**config.mk**
```make
export PLATFORM = sky130hd
export DESIGN_NAME = mult_booth_r8_seq_flat
export DESIGN_NICKNAME = d
export VERILOG_FILES = /design/src/rtl/mult_booth_r8_seq_pkg.sv /design/src/rtl/mult_booth_r8_seq_if.sv /design/src/rtl/mult_booth_r8_seq_recoder.sv /design/src/rtl/mult_booth_r8_seq.sv /design/src/flat_wrapper.sv
export SDC_FILE = /design/constraint.sdc
export NUM_CORES = 1
export LEC_CHECK = 0
export ABC_CLOCK_PERIOD_IN_PS = 8400
export CAP_MARGIN = 20
export CORE_UTILIZATION = 50
export DETAILED_ROUTE_END_ITERATION = 12
export PLACE_DENSITY_LB_ADDON = 0.15
export REMOVE_ABC_BUFFERS = 1
export SLEW_MARGIN = 0
export SYNTH_ARGS = -nofsm -noshare
export SYNTH_HDL_FRONTEND = slang
export SYNTH_SLANG_ARGS = --single-unit
```
**constraint.sdc**
```tcl
create_clock -name clk -period 8.4 [get_ports clk]
set_input_delay 1.68 -clock clk [delete_from_list [all_inputs] [get_ports clk]]
set_output_delay 1.68 -clock clk [all_outputs]
set_load 0.05 [all_outputs]
```
**src/rtl/mult_booth_r8_seq_pkg.sv**
```systemverilog
// mult_pkg: shared FSM encoding, Booth digit select type and iteration-count helper.
package mult_pkg;
    typedef logic [1:0] mult_state_t;
    localparam mult_state_t IDLE = 2'd0;
    localparam mult_state_t CALC = 2'd1;
    localparam mult_state_t DONE = 2'd2;
    // sel is one-hot {4M,3M,2M,1M}; all-zero sel is the zero digit, which never carries neg
    typedef struct packed {
        logic       neg;
        logic [3:0] sel;
    } booth_sel_t;
    function automatic int booth_iter(input int width);
        return (width + 4) / 3;
    endfunction
endpackage

```
**src/rtl/mult_booth_r8_seq_if.sv**
```systemverilog
// mult_booth_r8_seq_if: operand request and product response handshakes of the radix-8 multiplier.
interface mult_booth_r8_seq_if #(parameter int WIDTH = 16);
    logic               req_valid;
    logic               req_ready;
    logic               signed_mode;
    logic [WIDTH-1:0]   m;
    logic [WIDTH-1:0]   q;
    logic               rsp_valid;
    logic               rsp_ready;
    logic [2*WIDTH-1:0] z;
    logic               busy;
    modport master (output req_valid, signed_mode, m, q, rsp_ready, input req_ready, rsp_valid, z, busy);
    modport slave (input req_valid, signed_mode, m, q, rsp_ready, output req_ready, rsp_valid, z, busy);
endinterface

```
**src/rtl/mult_booth_r8_seq_recoder.sv**
```systemverilog
// booth_r8_recoder: maps a 4-bit overlapping multiplier group to a radix-8 Booth digit select.
module booth_r8_recoder
    import mult_pkg::*;
(
    input  logic [3:0] grp,
    output booth_sel_t sel
);
    logic [3:0] v;
    logic [3:0] mag;
    // digit = -4*g3 + 2*g2 + g1 + g0, computed mod 16 so v[3] is the sign
    always_comb begin
        v = {2'b00, grp[2], 1'b0} + {3'b000, grp[1]} + {3'b000, grp[0]} - {1'b0, grp[3], 2'b00};
        mag = v[3] ? -v : v;
        sel.neg = v[3];
        sel.sel = {mag == 4'd4, mag == 4'd3, mag == 4'd2, mag == 4'd1};
    end
endmodule

```
**src/rtl/mult_booth_r8_seq.sv**
```systemverilog
// mult_booth_r8_seq: sequential radix-8 Booth multiplier, one Booth digit accumulated per cycle.
module mult_booth_r8_seq
    import mult_pkg::*;
#(
    parameter int WIDTH = 16
) (
    input  logic                clk,
    input  logic                rst_n,
    mult_booth_r8_seq_if.slave  bus
);
    localparam int ITER = booth_iter(WIDTH);
    localparam int MW   = WIDTH + 3;
    localparam int QW   = 3 * ITER;
    localparam int AW   = 2 * WIDTH;
    localparam int CW   = $clog2(ITER);
    localparam int SW   = CW + 2;
    mult_state_t   state;
    logic [CW-1:0] cnt;
    logic [MW-1:0] mx;
    logic [MW-1:0] m3;
    logic [QW-1:0] qx;
    logic          qprev;
    logic [AW-1:0] acc;
    logic          m_ext;
    logic          q_ext;
    logic [MW-1:0] mx_in;
    logic [MW-1:0] mag;
    logic [MW-1:0] pp;
    logic [AW-1:0] pp_ext;
    logic [SW-1:0] sh;
    booth_sel_t    sel;
    assign m_ext = bus.signed_mode & bus.m[WIDTH-1];
    assign q_ext = bus.signed_mode & bus.q[WIDTH-1];
    assign mx_in = {{3{m_ext}}, bus.m};
    // qx shifts right by one digit per cycle, so the current group always sits at the bottom
    booth_r8_recoder u_rec (
        .grp ({qx[2:0], qprev}),
        .sel (sel)
    );
    always_comb begin
        mag = sel.sel[0] ? mx :
              sel.sel[1] ? {mx[MW-2:0], 1'b0} :
              sel.sel[2] ? m3 :
              sel.sel[3] ? {mx[MW-3:0], 2'b00} : '0;
        pp = sel.neg ? ~mag + MW'(1) : mag;
        pp_ext = {{(AW-MW){pp[MW-1]}}, pp};
        sh = SW'(cnt) * SW'(3);
    end
    // accumulator kept at product width: bits above 2*WIDTH can never reach the result
    always_ff @(posedge clk or negedge rst_n) begin
        if (!rst_n) begin
            state <= IDLE;
            cnt   <= '0;
            mx    <= '0;
            m3    <= '0;
            qx    <= '0;
            qprev <= 1'b0;
            acc   <= '0;
        end else begin
            case (state)
                IDLE: if (bus.req_valid) begin
                    state <= CALC;
                    mx    <= mx_in;
                    m3    <= mx_in + {mx_in[MW-2:0], 1'b0};
                    qx    <= {{(QW-WIDTH){q_ext}}, bus.q};
                    qprev <= 1'b0;
                    acc   <= '0;
                    cnt   <= '0;
                end
                CALC: begin
                    acc   <= acc + (pp_ext << sh);
                    qx    <= {3'b000, qx[QW-1:3]};
                    qprev <= qx[2];
                    cnt   <= cnt + CW'(1);
                    if (cnt == CW'(ITER - 1)) state <= DONE;
                end
                DONE: if (bus.rsp_ready) state <= IDLE;
                default: state <= IDLE;
            endcase
        end
    end
    assign bus.req_ready = state == IDLE;
    assign bus.rsp_valid = state == DONE;
    assign bus.busy      = state != IDLE;
    assign bus.z         = acc;
endmodule

```
**src/flat_wrapper.sv**
```systemverilog
// flat-port wrapper written by rule: the top's interface ports become plain ports
module mult_booth_r8_seq_flat import mult_pkg::*;
#(
    parameter int WIDTH = 16
)
  (clk, rst_n, bus_req_valid, bus_signed_mode, bus_m, bus_q, bus_rsp_ready, bus_req_ready, bus_rsp_valid, bus_z, bus_busy);
  mult_booth_r8_seq_if #(.WIDTH(WIDTH)) bus_i ();
  input  logic clk;
  input  logic rst_n;
  input wire logic [$bits(bus_i.req_valid)-1:0] bus_req_valid;
  input wire logic [$bits(bus_i.signed_mode)-1:0] bus_signed_mode;
  input wire logic [$bits(bus_i.m)-1:0] bus_m;
  input wire logic [$bits(bus_i.q)-1:0] bus_q;
  input wire logic [$bits(bus_i.rsp_ready)-1:0] bus_rsp_ready;
  output wire logic [$bits(bus_i.req_ready)-1:0] bus_req_ready;
  output wire logic [$bits(bus_i.rsp_valid)-1:0] bus_rsp_valid;
  output wire logic [$bits(bus_i.z)-1:0] bus_z;
  output wire logic [$bits(bus_i.busy)-1:0] bus_busy;
  assign bus_i.req_valid = bus_req_valid;
  assign bus_i.signed_mode = bus_signed_mode;
  assign bus_i.m = bus_m;
  assign bus_i.q = bus_q;
  assign bus_i.rsp_ready = bus_rsp_ready;
  assign bus_req_ready = bus_i.req_ready;
  assign bus_rsp_valid = bus_i.rsp_valid;
  assign bus_z = bus_i.z;
  assign bus_busy = bus_i.busy;
  mult_booth_r8_seq #(.WIDTH(WIDTH)) u_core (.clk(clk), .rst_n(rst_n), .bus(bus_i));
endmodule
```
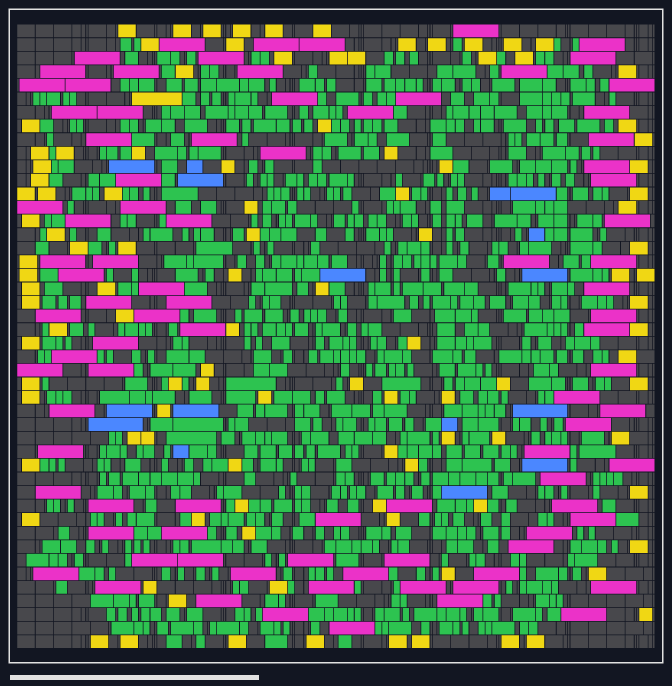
(placed cells, one color a class)
Bar = 50 um. Fill, decap, tap and diode cells in gray.
| color | class | cells |
|---|---|---|
| magenta | flops | 89 |
| blue | clock drivers and dummy loads | 16 |
| yellow | other buffers and delay cells | 109 |
| green | combinational and other logic | 912 |

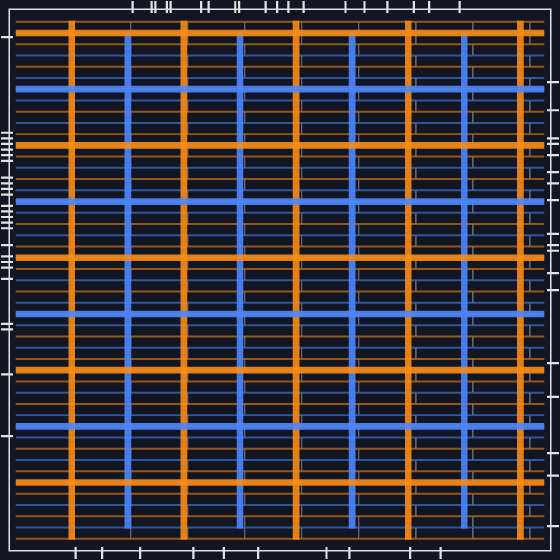
(floorplan with the power grid)
Pins as bars on the die edge. Tap cells in gray.
| color | net |
|---|---|
| orange | VSS |
| blue | VDD |
rows: 46
met1 rails: 47

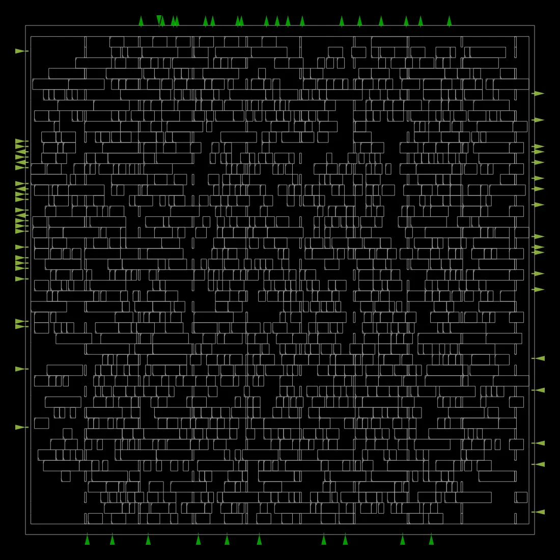
(placement view)
Rows: 46
count of inserted tapcells: 216
Filler Cells Inserted: 1551
final sequential cell count: 89

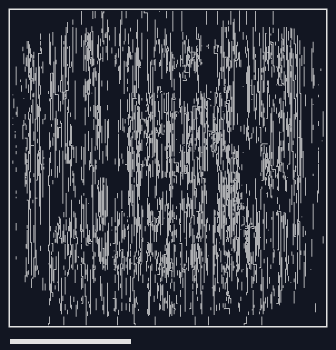
(signal wires on met2)
Bar = 50 um.
share of all routed wire: 45%
main direction: vertical
wire length on this layer: 10100 um

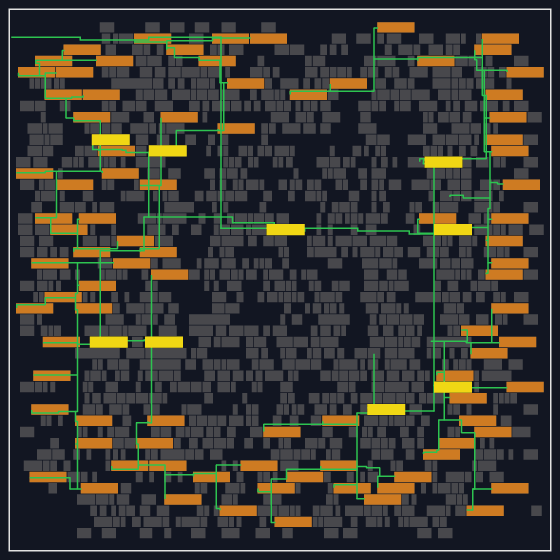
(routed clock nets over the placement)
[yellow] clock drivers | count: 9
[orange] flip-flops | count: 89
[green] clock wires | length: 1360 um
flops lie: widely spread
routed clock nets: 10

==> results_slide.txt <==
Synthesis and Place & Route Summary

Timing
  • Final Slew Violations: 0
  • Maximum achievable frequency: 126.5 MHz
  • Worst-Margin Slew: 1.036 ns
  • Sum Neg Setup Slack: 0 ns
  • Final setup fails: 0
  • Slew Limit Headroom: 0.3088
  • Final clock period utilization by the worst path: 0.9411
  • Clock Skews: 0.007279 ns
  • Final setup slack of the worst path: 0.4950 ns
  • Final period demand of the worst path: 7.905 ns
  • Worst Hold Slack: 0.4821 ns
  • Final hold violations: 0

Layout
  • Final Cell Area: 9701 um^2
  • Ant diodes: 0
  • Post-synthesis to final-layout area growth: 17.17%
  • Final-stage net count: 1222
  • Fraction of layout cells with a size suffix above 1: 0.08348
  • Post-route insts no fill: 1342
  • Utilization of the core after routing: 0.6063

Routing
  • Routed vias: 7957
  • Routed via count divided by cell count: 5.929
  • Post-route DRC: 0
  • Post-detailed-route count of antenna-violating nets: 0
  • Avg WL per Cell: 16.73 um
  • DRT Pass-1 Iters: 5
  • Routed Wire Length: 22450 um
  • Iteration-0 DRC Markers: 655

Synthesis
  • Compound-Gate Fraction of Synth Area: 0.2809
  • Main kind of combinational logic by area: AND-OR/OR-AND gates
  • Async set-or-reset flop fraction in the synthesized netlist: 1.000
  • Total cell area reported by yosys after synthesis: 8279 um^2
  • Top-area cell type share of the netlist area: 0.2690
  • Number of unique standard cell types used by synthesis: 77
  • Parity-gate share of the synthesized area counting xor and xnor cells: 0.06317
  • Yosys top cell by instances: sky130_fd_sc_hd__nand2_1
  • MUX area fraction: 0.03627
  • Avg Synthesized Cell Area: 7.789 um^2
  • Commonest cells in the synthesized netlist: sky130_fd_sc_hd__nand2_1 (171), sky130_fd_sc_hd__o21ai_0 (102), sky130_fd_sc_hd__dfrtp_1 (89), sky130_fd_sc_hd__a21oi_1 (83), sky130_fd_sc_hd__nor2_1 (62)
  • Synth Register Bits: 89
  • Cells taking the most area after synthesis: sky130_fd_sc_hd__dfrtp_1 (27%), sky130_fd_sc_hd__ha_1 (9.2%), sky130_fd_sc_hd__nand2_1 (7.8%)
  • Number of synthesized flops with an enable pin: 0
  • And+or+nand+nor area frac: 0.2018
  • Post-Syn Area: 8279 um^2
  • Share of synthesized cell area in full adder, half adder and majority cells: 0.09944
  • Tally of yosys warning messages: 0
  • Yosys top cell by area: sky130_fd_sc_hd__dfrtp_1
  • Yosys stat cell total: 1063
  • Most used flip-flop cell after synthesis: sky130_fd_sc_hd__dfrtp_1
  • Cells after Synth: 1063
  • Register share after synthesis: 0.2690

Run
  • Number of warnings the tools reported: 34
  • Max-cap check violation count: 0

Floorplanning
  • Die Outline Area: 17080 um^2
  • Number of ports placed on the die boundary: 72
  • Die Wd: 130.7 um
  • Die Y-Extent: 130.7 um
  • Placeable core region: 16000 um^2
  • Initial core utilization: 0.5174

Global routing
  • Vias in the first global route: 7241
  • Leftover overflow at the end of global routing: 0
  • Antenna violations before repair: 0
  • Global-route wire length before repair: 36960 um
  • Pin count of the biggest net entering global routing: 59
  • All-Layer GR Usage: 0.2746

Placement
  • Detail Placement HPWL: 16620 um
  • Routability cong.: 0.9543
  • Post-detailed-placement cell area: 9266 um^2
  • Number of cells in the design after placement: 1320
  • Setup slack at placement: 0.3849 ns
  • Port Buffer Count: 71

Clocking
  • Clk sinks: 89
  • Insertion delay at the late pin of the worst-skew pair: 0.36 ns
  • Clock-pin transition on the worst setup and hold timing paths: 0.07 ns
  • Clock tree from TritonCTS: done
  • H-tree Lvls: 3
  • Root Buffer: sky130_fd_sc_hd__clkbuf_16
  • Maximum clock insertion buffer count: 2
  • Clock buffers created by TritonCTS: 9

Critical path
  • Top cell family by delay on the critical path: AND-OR/OR-AND gates
  • Worst Reg2Reg Path Length in Cells: 31
  • Most common cell on crit path: sky130_fd_sc_hd__ha_1
  • CP peak stage delay: 0.56 ns
  • Startpoint types: flip-flop
  • Slowest-stage cell, CP: sky130_fd_sc_hd__a2111oi_4
  • Maximum net fanout on the critical path: 8
  • Required arrival time at the worst endpoint: 8.68 ns
  • Combined buffer and inverter count along the critical path: 2
  • Crit path depth: 31
  • Kind of critical path: flip-flop to flip-flop
  • Kind of end point of the critical path: flip-flop
  • Worst endpoint data arrival time: 8.19 ns

Run status
  • Result of the run: finished, final reports clean

Min path
  • Depth of the worst hold-timing path: 2
  • Path class of the lowest-slack min-delay path: flip-flop to flip-flop
## layout make-up
| type | count | area, um^2 | area share |
|---|---|---|---|
| clock buffer | 9 | 225.2 | 0.02322 |
| clock inverter | 7 | 106.4 | 0.01096 |
| sequential | 89 | 2227 | 0.2296 |
| multi-input combinational | 869 | 5697 | 0.5873 |
| timing repair buffer | 109 | 1013 | 0.1045 |
| tap | 216 | 270.3 | 0.02786 |
| inverter | 43 | 161.4 | 0.01664 |
## cell usage in the layout, fill, tap and decap left out, drive strengths merged, types with 20 or more instances in the layout
master and n:
nor2 62, mux2i 24, nand3 43, nand4 20
buf 39, o21ai 105, xor2 23, nand2 172
dfrtp 89, inv 48, ha 61, xnor2 35
clkdlybuf4s50 70, a21oi 85, a21o 26
## flip-flops by register name, summed over array words and instances (netlist names)
register,count
u_core.bus.z,32
u_core.m3,17
u_core.mx,17
u_core.qx,17
u_core.cnt,3
u_core.state,2
u_core.qprev,1
## kinds of logic (layout without fill, tap and decap cells)
logic type / after synthesis / in the layout
muxes: 29 / 29
xor gates and xnor gates: 58 / 58
and+or+nand+nor: 367 / 367
DFF: 89 / 89
AOI/OAI and AO/OA: 351 / 351
adders and majority gates: 64 / 64
buffers and inverters: 105 / 168
## layer usage
| layer | vias to the layer above | wire [um] | GRT usage |
|---|---|---|---|
| li1 | 3971 | - | - |
| met1 | 3728 | 10850 | 0.4015 |
| met2 | 238 | 10110 | 0.4326 |
| met3 | 20 | 1276 | 0.03502 |
| met4 | 0 | 221 | 0.05680 |
| met5 | - | 0 | 0 |
## final timing paths
kind / slack, ns / end / from
max: 0.50 / u_core.bus.z[31] / u_core.qprev
min: 0.48 / u_core.qx[9] / u_core.qx[9]
max reg2reg: 0.50 / u_core.bus.z[31] / u_core.qprev
min reg2reg: 0.48 / u_core.qx[9] / u_core.qx[9]
max in group asynchronous: 6.04 / u_core.cnt[0] / rst_n
min in group asynchronous: 1.31 / u_core.m3[5] / rst_n
## repair_timing
action                                  CTS  global route
hold buffers                              0             0
buffers inserted                          0             4
endpoints found under the setup margin    0             1
resized                                   0             7
## tightest hold or removal path, cell delays in order (launching register included)
cell and delay (ns):
sky130_fd_sc_hd__dfrtp_1 0.35, sky130_fd_sc_hd__nand2_1 0.05, sky130_fd_sc_hd__nand2_1 0.05
